$ cat src/rtl/fifo_axis_pkg.sv
// rtl/fifo_axis_pkg.sv - shared types and constants for the FIFO-to-AXIS packer
package fifo_axis_pkg;

  typedef enum logic {IDLE = 1'b0, OPEN = 1'b1} pkt_state_t;

  localparam int BUF_DEPTH = 2;
  localparam int OCC_WIDTH = $clog2(BUF_DEPTH + 1);

  // A one-beat packet still needs a 1-bit counter so the compare stays legal.
  function automatic int cnt_width(input int n);
    return (n > 1) ? $clog2(n) : 1;
  endfunction

endpackage

$ cat src/rtl/fifo_axis_packer_if.sv
// rtl/fifo_axis_packer_if.sv - FIFO read port plus AXIS master stream bundle
interface fifo_axis_packer_if #(
  parameter int DATA_WIDTH = 8
);

  logic                  o_fifo_rd_en;
  logic [DATA_WIDTH-1:0] i_fifo_rd_data;
  logic                  i_fifo_rd_valid;
  logic                  i_fifo_empty;
  logic [DATA_WIDTH-1:0] o_m_axis_tdata;
  logic                  o_m_axis_tvalid;
  logic                  o_m_axis_tlast;
  logic                  i_m_axis_tready;

  modport master (
    output o_fifo_rd_en,
    input  i_fifo_rd_data,
    input  i_fifo_rd_valid,
    input  i_fifo_empty,
    output o_m_axis_tdata,
    output o_m_axis_tvalid,
    output o_m_axis_tlast,
    input  i_m_axis_tready
  );

  modport slave (
    input  o_fifo_rd_en,
    output i_fifo_rd_data,
    output i_fifo_rd_valid,
    output i_fifo_empty,
    input  o_m_axis_tdata,
    input  o_m_axis_tvalid,
    input  o_m_axis_tlast,
    output i_m_axis_tready
  );

endinterface

$ cat src/rtl/axis_skid_buf.sv
// rtl/axis_skid_buf.sv - two-entry output buffer absorbing FIFO read latency and backpressure
module axis_skid_buf
  import fifo_axis_pkg::*;
#(
  parameter int DATA_WIDTH = 8
) (
  input  logic                  i_clk,
  input  logic                  i_s_rst,
  input  logic                  push,
  input  logic [DATA_WIDTH-1:0] push_data,
  input  logic                  pop,
  output logic [OCC_WIDTH-1:0]  occ,
  output logic [DATA_WIDTH-1:0] head_data,
  output logic                  dropped
);

  logic [DATA_WIDTH-1:0] mem [BUF_DEPTH];
  logic                  rd_idx;
  logic                  wr_idx;
  logic                  do_pop;
  logic                  do_push;

  assign do_pop    = pop && (occ != '0);
  // A full buffer still accepts a word when the head leaves in the same cycle.
  assign do_push   = push && ((occ != OCC_WIDTH'(BUF_DEPTH)) || do_pop);
  assign dropped   = push && !do_push;
  assign head_data = mem[rd_idx];

  always_ff @(posedge i_clk) begin
    if (i_s_rst) begin
      for (int i = 0; i < BUF_DEPTH; i++) begin
        mem[i] <= '0;
      end
      rd_idx <= 1'b0;
      wr_idx <= 1'b0;
      occ    <= '0;
    end else begin
      if (do_push) begin
        mem[wr_idx] <= push_data;
        wr_idx      <= ~wr_idx;
      end
      if (do_pop) begin
        rd_idx <= ~rd_idx;
      end
      occ <= occ + OCC_WIDTH'(do_push) - OCC_WIDTH'(do_pop);
    end
  end

endmodule

$ cat src/rtl/fifo_axis_packer.sv
// rtl/fifo_axis_packer.sv - drains a sync FIFO into an AXIS master with tlast every PACKET_LEN beats
module fifo_axis_packer
  import fifo_axis_pkg::*;
#(
  parameter int DATA_WIDTH    = 8,
  parameter int PACKET_LEN    = 16,
  parameter int PKT_CNT_WIDTH = 16
) (
  input  logic                     i_clk,
  input  logic                     i_s_rst,
  fifo_axis_packer_if.master       bus,
  output logic [PKT_CNT_WIDTH-1:0] o_pkt_count,
  output logic                     o_busy,
  output logic                     o_overflow
);

  localparam int                    BEAT_WIDTH = cnt_width(PACKET_LEN);
  localparam logic [BEAT_WIDTH-1:0] LAST_BEAT  = BEAT_WIDTH'(PACKET_LEN - 1);

  logic [OCC_WIDTH-1:0]  occ;
  logic [OCC_WIDTH:0]    credit;
  logic                  inflight;
  logic [BEAT_WIDTH-1:0] beat_cnt;
  pkt_state_t            state;
  logic                  tvalid;
  logic                  last_beat;
  logic                  pop;
  logic                  dropped;

  assign tvalid    = (occ != '0);
  assign last_beat = (beat_cnt == LAST_BEAT);
  assign pop       = tvalid && bus.i_m_axis_tready;

  // Slots already claimed, crediting back the head that leaves this cycle.
  assign credit = {1'b0, occ} + (OCC_WIDTH + 1)'(inflight) - (OCC_WIDTH + 1)'(pop);

  assign bus.o_fifo_rd_en    = !i_s_rst && !bus.i_fifo_empty && (credit < (OCC_WIDTH + 1)'(BUF_DEPTH));
  assign bus.o_m_axis_tvalid = tvalid;
  assign bus.o_m_axis_tlast  = tvalid && last_beat;
  assign o_busy              = (state == OPEN);

  axis_skid_buf #(
    .DATA_WIDTH(DATA_WIDTH)
  ) u_buf (
    .i_clk    (i_clk),
    .i_s_rst  (i_s_rst),
    .push     (bus.i_fifo_rd_valid),
    .push_data(bus.i_fifo_rd_data),
    .pop      (pop),
    .occ      (occ),
    .head_data(bus.o_m_axis_tdata),
    .dropped  (dropped)
  );

  always_ff @(posedge i_clk) begin
    if (i_s_rst) begin
      inflight    <= 1'b0;
      beat_cnt    <= '0;
      state       <= IDLE;
      o_pkt_count <= '0;
      o_overflow  <= 1'b0;
    end else begin
      // A new request in the same cycle as the previous word's arrival keeps the credit held.
      if (bus.o_fifo_rd_en) begin
        inflight <= 1'b1;
      end else if (bus.i_fifo_rd_valid) begin
        inflight <= 1'b0;
      end

      if (dropped) begin
        o_overflow <= 1'b1;
      end

      if (pop) begin
        if (last_beat) begin
          beat_cnt    <= '0;
          state       <= IDLE;
          o_pkt_count <= o_pkt_count + 1'b1;
        end else begin
          beat_cnt <= beat_cnt + 1'b1;
          state    <= OPEN;
        end
      end
    end
  end

endmodule

$ cat src/flat_wrapper.sv
// flat-port wrapper written by rule: the top's interface ports become plain ports
module fifo_axis_packer_flat import fifo_axis_pkg::*;
#(
  parameter int DATA_WIDTH    = 8,
  parameter int PACKET_LEN    = 16,
  parameter int PKT_CNT_WIDTH = 16
)
  (i_clk, i_s_rst, o_pkt_count, o_busy, o_overflow, bus_o_fifo_rd_en, bus_i_fifo_rd_data, bus_i_fifo_rd_valid, bus_i_fifo_empty, bus_o_m_axis_tdata, bus_o_m_axis_tvalid, bus_o_m_axis_tlast, bus_i_m_axis_tready);
  fifo_axis_packer_if #(.DATA_WIDTH(DATA_WIDTH)) bus_i ();
  input  logic i_clk;
  input  logic i_s_rst;
  output logic [PKT_CNT_WIDTH-1:0] o_pkt_count;
  output logic o_busy;
  output logic o_overflow;
  output wire logic [$bits(bus_i.o_fifo_rd_en)-1:0] bus_o_fifo_rd_en;
  input wire logic [$bits(bus_i.i_fifo_rd_data)-1:0] bus_i_fifo_rd_data;
  input wire logic [$bits(bus_i.i_fifo_rd_valid)-1:0] bus_i_fifo_rd_valid;
  input wire logic [$bits(bus_i.i_fifo_empty)-1:0] bus_i_fifo_empty;
  output wire logic [$bits(bus_i.o_m_axis_tdata)-1:0] bus_o_m_axis_tdata;
  output wire logic [$bits(bus_i.o_m_axis_tvalid)-1:0] bus_o_m_axis_tvalid;
  output wire logic [$bits(bus_i.o_m_axis_tlast)-1:0] bus_o_m_axis_tlast;
  input wire logic [$bits(bus_i.i_m_axis_tready)-1:0] bus_i_m_axis_tready;
  assign bus_o_fifo_rd_en = bus_i.o_fifo_rd_en;
  assign bus_i.i_fifo_rd_data = bus_i_fifo_rd_data;
  assign bus_i.i_fifo_rd_valid = bus_i_fifo_rd_valid;
  assign bus_i.i_fifo_empty = bus_i_fifo_empty;
  assign bus_o_m_axis_tdata = bus_i.o_m_axis_tdata;
  assign bus_o_m_axis_tvalid = bus_i.o_m_axis_tvalid;
  assign bus_o_m_axis_tlast = bus_i.o_m_axis_tlast;
  assign bus_i.i_m_axis_tready = bus_i_m_axis_tready;
  fifo_axis_packer #(.DATA_WIDTH(DATA_WIDTH), .PACKET_LEN(PACKET_LEN), .PKT_CNT_WIDTH(PKT_CNT_WIDTH)) u_core (.i_clk(i_clk), .i_s_rst(i_s_rst), .bus(bus_i), .o_pkt_count(o_pkt_count), .o_busy(o_busy), .o_overflow(o_overflow));
endmodule
$ cat config.mk
export PLATFORM = sky130hd
export DESIGN_NAME = fifo_axis_packer_flat
export DESIGN_NICKNAME = d
export VERILOG_FILES = /design/src/rtl/fifo_axis_pkg.sv /design/src/rtl/fifo_axis_packer_if.sv /design/src/rtl/axis_skid_buf.sv /design/src/rtl/fifo_axis_packer.sv /design/src/flat_wrapper.sv
export SDC_FILE = /design/constraint.sdc
export NUM_CORES = 1
export LEC_CHECK = 0
export CELL_PAD_IN_SITES_DETAIL_PLACEMENT = 0
export CELL_PAD_IN_SITES_GLOBAL_PLACEMENT = 2
export CORE_UTILIZATION = 29
export DETAILED_ROUTE_END_ITERATION = 7
export PLACE_DENSITY = 0.73
export SYNTH_ARGS = -nofsm -noshare
export SYNTH_HDL_FRONTEND = slang
export SYNTH_SLANG_ARGS = --single-unit
$ cat constraint.sdc
create_clock -name i_clk -period 2.1 [get_ports i_clk]
set_input_delay 0.21 -clock i_clk [delete_from_list [all_inputs] [get_ports i_clk]]
set_output_delay 0.21 -clock i_clk [all_outputs]
set_load 0.02 [all_outputs]
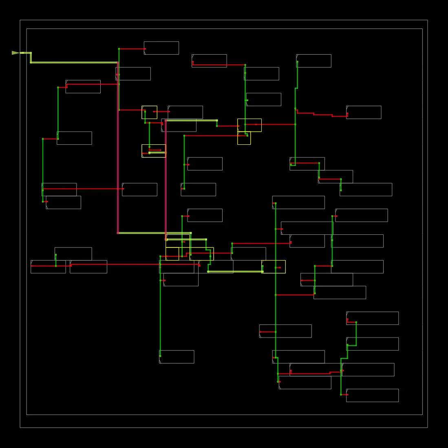
final_clocks.png
number of buffers created by CTS: 5
clock buf count: 5
final sequential cell count: 44
clock insertion delay at the later pin of the skew report: 300 ps

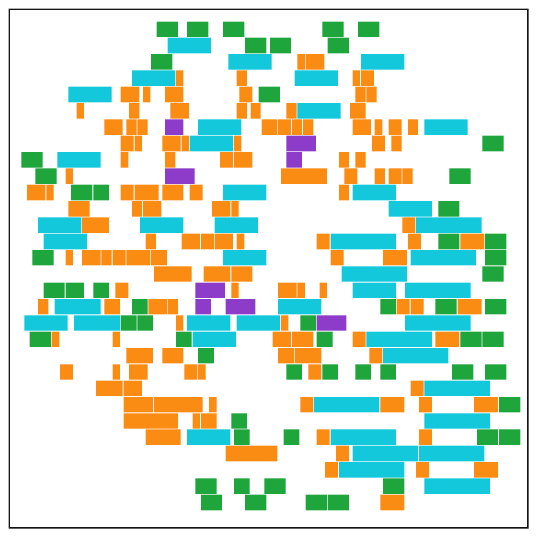
cell_classes.png
Scale: 6 px per um.
Cyan marks flops, cells 44, share of their area 39%. Green marks other buffers and delay cells, cells 58, share of their area 20%. Purple marks clock drivers and dummy loads, cells 8, share of their area 3.5%. Orange marks all other logic, cells 135, share of their area 37%.
std cell rows: 30
Final Util: 0.409
core area: 0.00683 mm^2
area of all placed cells without fillers: 0.00279 mm^2

==> commit_impl_results.txt <==
Record implementation results from latest flow run

* Filler Cell Count: 714
- Logic cell area: 993 um^2
- After layout, the worst setup slack is -228 ps.
- The final reports fail on negative setup slack.
* Critical path's slowest cell: fa_2
- Of the post-synthesis cell area, the dominant cell type holds 0.273.
* Outcome: complete, but fails checks
- The synthesized design contains 16 enable-type register cells.
* Max-cap violation count: 0
- Aggregate global-route resource usage: 0.122
- In the final layout, excluding clock buffers the buffer count is 58.
* Total Nets Final: 263
- Hold slack: 461 ps
- Per the synthesis report, the adder-cell share of the synthesized area is 0.0402.
- Net load switching power: 0.718 mW
- Clock tree sinks: 44
- In this run the post-CTS setup repair buffer count came out at 1.
* Instance tally after logic synthesis: 187
- Of the total power, combinational logic draws 0.326.
- The wire-length estimate of the detail-placed layout is 2.86 mm.
- Most common flop cell mapped by yosys: dfxtp_1
- In this run the static leakage power is 1.05 nW.
- Among the non-sequential cells, simple AND/OR/NAND/NOR gates take the most area.
* Clock buffers and inverters, area share: 0.0332
- Sorting the Yosys area breakdown by cell type puts at the top dfxtp_1.
- The number of different library cells used by synthesis comes to 43.
- Per the finish-stage timing summary, setup violations number 1.
- Sequential power share: 0.441
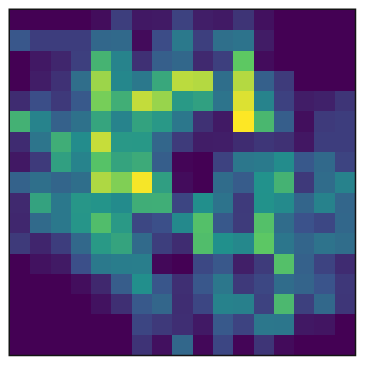
wire_density.png
Scale: 4 px per um. The die is cut into 17 by 17 equal tiles; dark purple is low, yellow is high, scaled to the fullest tile. Values are wire area over tile area, all layers added.
The emptiest ninth of the die: bottom left. The mean over all tiles is 0.089. 17% of the tiles are nearly empty. The densest ninth of the die: left middle. 18% of the tiles are over half the peak.
total routed wirelength: 4.18 mm
total number of vias: 1525

-- path summary, 6_finish.rpt --
path	startpoint	to	depth (start not counted)
setup / recovery	u_core.u_buf.occ[0]	bus_o_fifo_rd_en	7
hold / removal	u_core.inflight	u_core.inflight	1
setup reg to reg	u_core.u_buf.occ[0]	u_core.inflight	9
hold reg to reg	u_core.inflight	u_core.inflight	1
-- power groups by stage --
stage               clock, mW  sequential, mW  combinational, mW
floorplan                   0            1.06              0.499
global placement            0            1.06              0.762
detailed placement          0            1.06              0.771
CTS                     0.569            1.04              0.784
global route            0.612            1.05              0.843
finish                  0.548            1.04              0.766
-- metal layers --
layer / GRT usage / part of all wire
met1: 0.164 / 0.50
met2: 0.181 / 0.44
met3: 0.0381 / 0.052
met4: 0.0500 / 0.015
met5: 0 / 0
Power and IR drop assume default switching activity.
